File: config.mk
export PLATFORM = sky130hd
export DESIGN_NAME = ddmtd_lock_monitor
export DESIGN_NICKNAME = d
export VERILOG_FILES = /design/src/rtl/ddmtd_lock_monitor.sv
export SDC_FILE = /design/constraint.sdc
export NUM_CORES = 1
export LEC_CHECK = 0
export CAP_MARGIN = 5
export CORE_ASPECT_RATIO = 0.5
export CORE_MARGIN = 2
export CORE_UTILIZATION = 57
export DETAILED_ROUTE_END_ITERATION = 10
export PLACE_DENSITY = 0.81
export SETUP_SLACK_MARGIN = 0.05
export SYNTH_ARGS = -nofsm -noshare
export SYNTH_HDL_FRONTEND = slang
export SYNTH_SLANG_ARGS = --single-unit
export TNS_END_PERCENT = 30
File: constraint.sdc
create_clock -name clk -period 5.4 [get_ports clk]
set_clock_uncertainty 0.1 [all_clocks]
set_input_delay 1.62 -clock clk [delete_from_list [all_inputs] [get_ports clk]]
set_output_delay 1.62 -clock clk [all_outputs]
set_load 0.005 [all_outputs]
File: src/rtl/ddmtd_lock_monitor.sv
// Receive-side DDMTD debug-word monitor: resync, signed error rebuild, EMA, lock FSM, stale timeout.
// Optional min/max tracking is built when DDMTD_MON_MINMAX_EN is defined.
module ddmtd_lock_monitor #(
  parameter int SYNC_STAGES = 2,
  parameter int LOCK_THR    = 4,
  parameter int LOCK_CNT    = 16,
  parameter int MISS_CNT    = 4,
  parameter int AVG_SH      = 4,
  parameter int TIMEOUT_CYC = 65535
) (
  input  logic        clk,
  input  logic        rst,
  input  logic [7:0]  dbg_in,
  input  logic        clr_stats,
  output logic        sample_stb,
  output logic [6:0]  err_last,
  output logic [6:0]  err_avg,
  output logic [15:0] sample_cnt,
  output logic [1:0]  state,
  output logic        locked,
  output logic        lost_pulse,
  output logic        stale,
  output logic [6:0]  err_min,
  output logic [6:0]  err_max
);

  localparam int          AW     = 7 + AVG_SH;
  localparam logic [6:0]  THR7   = 7'(LOCK_THR);
  localparam logic [7:0]  LCNT8  = 8'(LOCK_CNT);
  localparam logic [7:0]  MCNT8  = 8'(MISS_CNT);
  localparam logic [19:0] TMO    = 20'(TIMEOUT_CYC);
  localparam bit          TMO_EN = (TIMEOUT_CYC != 0);

  typedef enum logic [1:0] {ST_UNL = 2'b00, ST_ACQ = 2'b01, ST_LCK = 2'b10} st_e;

  logic [SYNC_STAGES-1:0][7:0] sync_q;
  logic                        bit0_dly_q;
  logic                        det_q;
  logic [7:1]                  dat_q;

  // Edge detection is registered, so a sample lands one edge after the synced rise.
  always_ff @(posedge clk or posedge rst) begin
    if (rst) begin
      sync_q     <= '0;
      bit0_dly_q <= 1'b0;
      det_q      <= 1'b0;
      dat_q      <= '0;
    end else begin
      sync_q     <= {sync_q[SYNC_STAGES-2:0], dbg_in};
      bit0_dly_q <= sync_q[SYNC_STAGES-1][0];
      det_q      <= sync_q[SYNC_STAGES-1][0] & ~bit0_dly_q;
      if (sync_q[SYNC_STAGES-1][0] & ~bit0_dly_q)
        dat_q <= sync_q[SYNC_STAGES-1][7:1];
    end
  end

  logic                 smp;
  logic signed [6:0]    err_s;
  logic [6:0]           err_abs;
  logic                 inwin;
  logic signed [AW-1:0] acc_q, acc_d, acc_sh, err_ext;

  assign smp     = det_q;
  assign err_s   = {dat_q[1], dat_q[7:2]};
  assign err_abs = err_s[6] ? (~err_s + 7'd1) : err_s;
  // -64 has no 7-bit magnitude, so it is forced out of window.
  assign inwin   = (err_s != 7'h40) && (err_abs <= THR7);
  assign err_ext = {{AVG_SH{err_s[6]}}, err_s};
  assign acc_sh  = acc_q >>> AVG_SH;
  assign acc_d   = acc_q + err_ext - acc_sh;

  logic        sample_stb_q;
  logic [6:0]  err_last_q;
  logic [15:0] sample_cnt_q;

  always_ff @(posedge clk or posedge rst) begin
    if (rst) begin
      sample_stb_q <= 1'b0;
      err_last_q   <= '0;
      acc_q        <= '0;
      sample_cnt_q <= '0;
    end else begin
      sample_stb_q <= smp;
      if (smp) begin
        err_last_q <= err_s;
        acc_q      <= acc_d;
      end
      if (clr_stats)
        sample_cnt_q <= smp ? 16'd1 : 16'd0;
      else if (smp && (sample_cnt_q != 16'hFFFF))
        sample_cnt_q <= sample_cnt_q + 16'd1;
    end
  end

  logic [19:0] idle_q, idle_d;
  logic        tmo;

  always_comb begin
    idle_d = idle_q;
    tmo    = 1'b0;
    if (smp)
      idle_d = '0;
    else if (TMO_EN && (idle_q != TMO)) begin
      idle_d = idle_q + 20'd1;
      tmo    = (idle_d == TMO);
    end
  end

  always_ff @(posedge clk or posedge rst) begin
    if (rst) idle_q <= '0;
    else     idle_q <= idle_d;
  end

  st_e        state_q;
  logic [7:0] hit_q, miss_q;
  logic       lost_q, stale_q;

  always_ff @(posedge clk or posedge rst) begin
    if (rst) begin
      state_q <= ST_UNL;
      hit_q   <= '0;
      miss_q  <= '0;
      lost_q  <= 1'b0;
      stale_q <= 1'b0;
    end else begin
      lost_q <= 1'b0;
      if (smp) begin
        stale_q <= 1'b0;
        case (state_q)
          ST_UNL: begin
            if (inwin) begin
              if (LCNT8 == 8'd1) begin
                state_q <= ST_LCK;
                hit_q   <= '0;
                miss_q  <= '0;
              end else begin
                state_q <= ST_ACQ;
                hit_q   <= 8'd1;
              end
            end else begin
              hit_q <= '0;
            end
          end
          ST_ACQ: begin
            if (!inwin) begin
              state_q <= ST_UNL;
              hit_q   <= '0;
            end else if ((hit_q + 8'd1) == LCNT8) begin
              state_q <= ST_LCK;
              hit_q   <= '0;
              miss_q  <= '0;
            end else begin
              hit_q <= hit_q + 8'd1;
            end
          end
          ST_LCK: begin
            if (inwin)
              miss_q <= '0;
            else if ((miss_q + 8'd1) == MCNT8) begin
              state_q <= ST_UNL;
              miss_q  <= '0;
              lost_q  <= 1'b1;
            end else
              miss_q <= miss_q + 8'd1;
          end
          default: state_q <= ST_UNL;
        endcase
      end else if (tmo) begin
        stale_q <= 1'b1;
        state_q <= ST_UNL;
        hit_q   <= '0;
        miss_q  <= '0;
        lost_q  <= (state_q == ST_LCK);
      end
    end
  end

  assign sample_stb = sample_stb_q;
  assign err_last   = err_last_q;
  assign err_avg    = acc_sh[6:0];
  assign sample_cnt = sample_cnt_q;
  assign state      = state_q;
  assign locked     = (state_q == ST_LCK);
  assign lost_pulse = lost_q;
  assign stale      = stale_q;

`ifdef DDMTD_MON_MINMAX_EN
  logic signed [6:0] min_q, max_q;
  logic              seen_q;

  // Sentinels +63/-64 make the first sample load both extremes.
  always_ff @(posedge clk or posedge rst) begin
    if (rst) begin
      min_q  <= 7'sd63;
      max_q  <= -7'sd64;
      seen_q <= 1'b0;
    end else if (clr_stats) begin
      min_q  <= smp ? err_s : 7'sd63;
      max_q  <= smp ? err_s : -7'sd64;
      seen_q <= smp;
    end else if (smp) begin
      if (err_s < min_q) min_q <= err_s;
      if (err_s > max_q) max_q <= err_s;
      seen_q <= 1'b1;
    end
  end

  assign err_min = seen_q ? min_q : '0;
  assign err_max = seen_q ? max_q : '0;
`else
  assign err_min = '0;
  assign err_max = '0;
`endif

endmodule

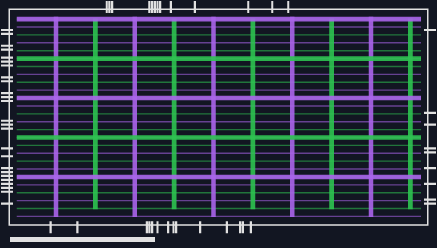
*PDN straps and rails, run 1*
Bar = 50 um. Pins as bars on the die edge.
- purple: VSS
- green: VDD
- rows: 25
- met4 straps: 10
- met1 rails: 26
- signal pins: 61
- met5 straps: 5

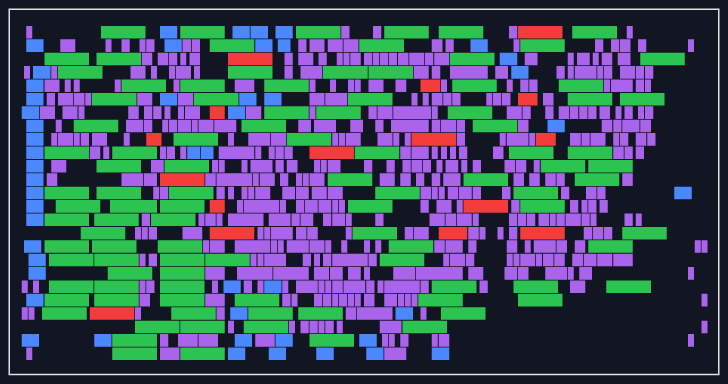
*Cells colored by class, run 1*
- blue: other buffers and delay cells (cells 49; share of their area 7.9%)
- red: clock drivers and dummy loads (cells 16; share of their area 4.9%)
- green: flops (cells 100; share of their area 41%)
- purple: combinational and other logic (cells 453; share of their area 47%)

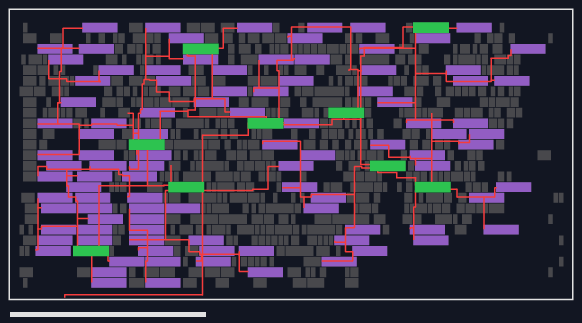
*Clock wires, drivers and flops, run 1*
Bar = 50 um.
- green: clock drivers (count 9)
- red: clock wires (length 1170 um)
- purple: flip-flops (count 100)
- routed clock nets: 10
- flops lie: all over the die
fraction of power consumed by the clock network: 24.4%
power dissipated in the clock network: 648 uW
insertion delay of the later-clocked pin in the worst-skew pair: 0.35 ns

==> flow_metrics.tcl, run 1 <==
# yosys + openroad results
set metrics [dict create \
    run_status "completed" \
    non_clock_inverter_count 53 \
    taps 135 \
    largest_cell_class "combinational gates" \
    p_comb_uw 1090 \
    synth-main-ff-cell "sky130_fd_sc_hd__dfrtp_1" \
    crit_path_start_kind "flip-flop" \
    post_synthesis_chip_area_from_yosys_sq_um 5560 \
    hold-path-cell-count 0 \
    grt_util_met3_pct 4.43 \
    post-cts-setup-buffers 0 \
    leakagePower_uw 0.00274 \
    area.combinational_sq_um 2660 \
    total_switching_power_uw 987 \
    floorplan.core_area_sq_um 9480 \
    min_delay_worst_endpoint "sync_q[14]" \
    yosysTopAreaCellShare_pct 45.0 \
    comb_share_pct 42.1 \
    comb_cells 400 \
    setup_ws_ns 1.73 \
    final_cell_mix "99 x sky130_fd_sc_hd__dfrtp_1, 51 x sky130_fd_sc_hd__inv_1, 46 x sky130_fd_sc_hd__clkdlybuf4s50_1" \
    wl_met1_um 5120 \
    fmaxAchievable_mhz 273 \
    ant_cells 0 \
    die_w_um 144 \
    route.top_layer_used "met4" \
    power_per_cell_area_nw_per_um2 421 \
    log.warning_count 29 \
    ir_worst_vdd_mv 0.254 \
    worst_setup_slack_after_placement_ns 2.14 \
    synthesis.area_sq_um 5560 \
    leading_post_synthesis_cells_by_instance_count "100 x sky130_fd_sc_hd__dfrtp_1, 52 x sky130_fd_sc_hd__inv_1, 45 x sky130_fd_sc_hd__nand2_1, 45 x sky130_fd_sc_hd__o21ai_0, 42 x sky130_fd_sc_hd__nor2_1" \
    top_cell "sky130_fd_sc_hd__dfrtp_1" \
    final.signal_buffer_count 49 \
    timing.max_slew.rel_slack_pct 39.4 \
    cp.required_ns 3.68 \
    grt-ovfl-total 0 \
    layout_worst_path_cycle_share_pct 67.9 \
    topCellsByArea "sky130_fd_sc_hd__dfrtp_1 45%, sky130_fd_sc_hd__ha_1 4.0%, sky130_fd_sc_hd__o21ai_0 4.0%" \
    lay_top_count "sky130_fd_sc_hd__dfrtp_1" \
    grt_antenna_before_repair 0 \
    worst_hold_path_class "flip-flop to flip-flop" \
    place.gp.congestion 0.865 \
    total_clock_buffers_created_by_cts 9 \
    synth_adder_area_share_pct 7.65 \
    detailedRoute.firstIterationViolations 205 \
    routed_wire_length_per_instance_um 14.6 \
    synth_flop_count 100 \
    cts.clk_slew.worst_paths_ns 0.07 \
    xor_area_share_pct 5.19 \
    final.setup.tns_ns 0 \
    finish.instance_area_sq_um 6320 \
    flip_flops_with_a_built_in_enable 0 \
    largest_register_ff_count 20 \
    top_logic_kind "simple AND/OR/NAND/NOR gates" \
    synthSimpleGateAreaFrac_pct 18.8 \
    antenna_left 0 \
    regToRegStartpoint "dat_q[3]" \
    min_from "sync_q[6]" \
    synth_cells 582 \
    criticalPathCategory "flip-flop to output port" \
    timing.critical_path.to "locked" \
    worstRegToRegCells 10 \
    cts_tree "built" \
    post_cts_hold_buffer_count 0 \
    buf_share_pct 7.65 \
    clock_area_share_pct 4.77 \
    drive_gt1_share_pct 6.47 \
    seqAreaFraction_pct 39.6 \
    dr.pass1.iters 5 \
    dr_wl_met2_um 5250 \
    average_cell_area_after_synthesis_sq_um 9.56 \
    gr-usage-met1_pct 30.0 \
    postSynth.asyncResetShare_pct 100 \
    instance_count_on_the_critical_path 2 \
    timing.critical_path.fanout_max 9 \
    critPathLaunch "state[0]" \
    io_buffers 46 \
    cpMaxStageDelayCell "sky130_fd_sc_hd__clkdlybuf4s50_1" \
    endpoint_kind_of_the_worst_setup_timing_path "output port" \
    cell_by_cell_listing_of_the_critical_path "nor2b_1 -> clkdlybuf4s50_1" \
    die_area_sq_um 10600 \
    place.detailed.instances 737 \
    place_hpwl_um 7550 \
]
### Routed metal, one color a layer, run 1

Bar = 50 um.
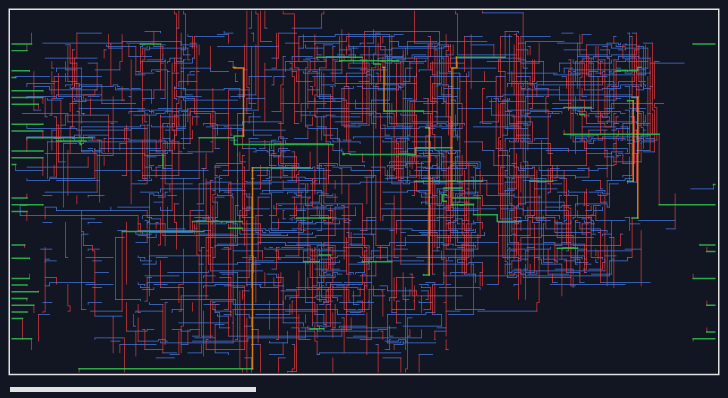

==> inputs of run 2 (changes only) <==
- clock period: 5.4 -> 3.4 ns (I/O delays scaled with it)
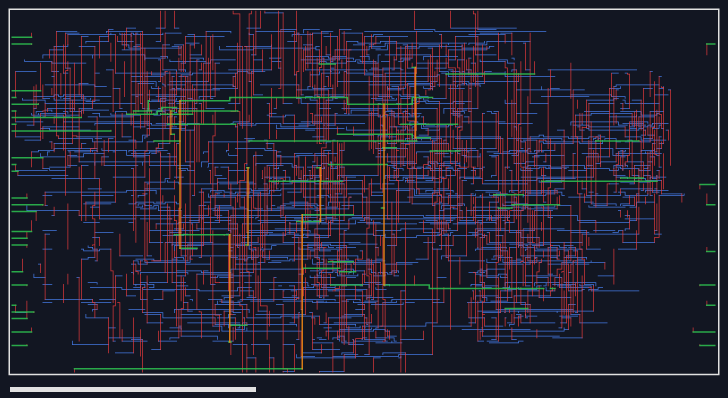
*Routed metal, one color a layer, run 2*
Bar = 50 um.
- green: metal 3 (wire length 556 um)
- red: metal 2 (wire length 5460 um)
- blue: metal 1 (wire length 5330 um)
- orange: metal 4 (wire length 165 um)
routed wire length: 11500 um
vias: 4279
overall routing resource usage: 23.5%
routed wire length per instance: 15.2 um

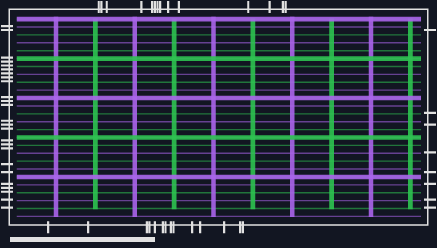
*PDN straps and rails, run 2*
Bar = 50 um. Pins as bars on the die edge.
- green: VDD
- purple: VSS
- signal pins: 61
- met4 straps: 10
- rows: 25
Worst IR Drop VDD: 0.385 mV
vertical extent of the die: 73.9 um
width of the die: 144 um
area of the placeable core: 9480 sq um

==> flow_metrics.tcl, run 2 <==
# yosys + openroad results
set metrics [dict create \
    instance_count_on_the_critical_path 10 \
    synth_flop_count 100 \
    largest_register_ff_count 20 \
    worst_hold_path_class "flip-flop to flip-flop" \
    xor_area_share_pct 5.19 \
    total_clock_buffers_created_by_cts 9 \
    regToRegStartpoint "dat_q[3]" \
    dr_wl_met2_um 5460 \
    worst_setup_slack_after_placement_ns 0.506 \
    clock.latency.late_pin_ns 0.35 \
    clock_area_share_pct 4.57 \
    postSynth.asyncResetShare_pct 100 \
    post-cts-setup-buffers 0 \
    place.gp.congestion 0.873 \
    synthesis.area_sq_um 5560 \
    non_clock_inverter_count 53 \
    topCellsByArea "sky130_fd_sc_hd__dfrtp_1 45%, sky130_fd_sc_hd__ha_1 4.0%, sky130_fd_sc_hd__o21ai_0 4.0%" \
    finish.instance_area_sq_um 6370 \
    comb_share_pct 41.7 \
    synth-main-ff-cell "sky130_fd_sc_hd__dfrtp_1" \
    leakagePower_uw 0.00276 \
    place.detailed.instances 741 \
    timing.critical_path.fanout_max 3 \
    leading_post_synthesis_cells_by_instance_count "100 x sky130_fd_sc_hd__dfrtp_1, 52 x sky130_fd_sc_hd__inv_1, 45 x sky130_fd_sc_hd__nand2_1, 45 x sky130_fd_sc_hd__o21ai_0, 42 x sky130_fd_sc_hd__nor2_1" \
    average_cell_area_after_synthesis_sq_um 9.56 \
    log.warning_count 29 \
    drive_gt1_share_pct 7.07 \
    grt_util_met3_pct 5.80 \
    layout_worst_path_cycle_share_pct 86.6 \
    lay_top_count "sky130_fd_sc_hd__dfrtp_1" \
    yosysTopAreaCellShare_pct 45.0 \
    clock_power_share_pct 23.8 \
    timing.max_slew.rel_slack_pct 41.6 \
    endpoint_kind_of_the_worst_setup_timing_path "flip-flop" \
    final_cell_mix "99 x sky130_fd_sc_hd__dfrtp_1, 51 x sky130_fd_sc_hd__inv_1, 46 x sky130_fd_sc_hd__clkdlybuf4s50_1" \
    cpMaxStageDelayCell "sky130_fd_sc_hd__fa_1" \
    post_synthesis_chip_area_from_yosys_sq_um 5560 \
    criticalPathCategory "flip-flop to flip-flop" \
    cell_by_cell_listing_of_the_critical_path "inv_1 -> fa_1 -> fa_1 -> nand2b_1 -> a21oi_1 -> o21ai_0 -> a211oi_1 -> o21ai_0 -> a211o_1 -> xnor2_1" \
    cts.clk_slew.worst_paths_ns 0.07 \
    grt-ovfl-total 0 \
    min_from "sync_q[4]" \
    run_status "completed" \
    total_switching_power_uw 1620 \
    top_cell "sky130_fd_sc_hd__dfrtp_1" \
    area.combinational_sq_um 2660 \
    power_clock_uw 1020 \
    final.signal_buffer_count 53 \
]
Power is estimated from default activity; no workload was simulated.
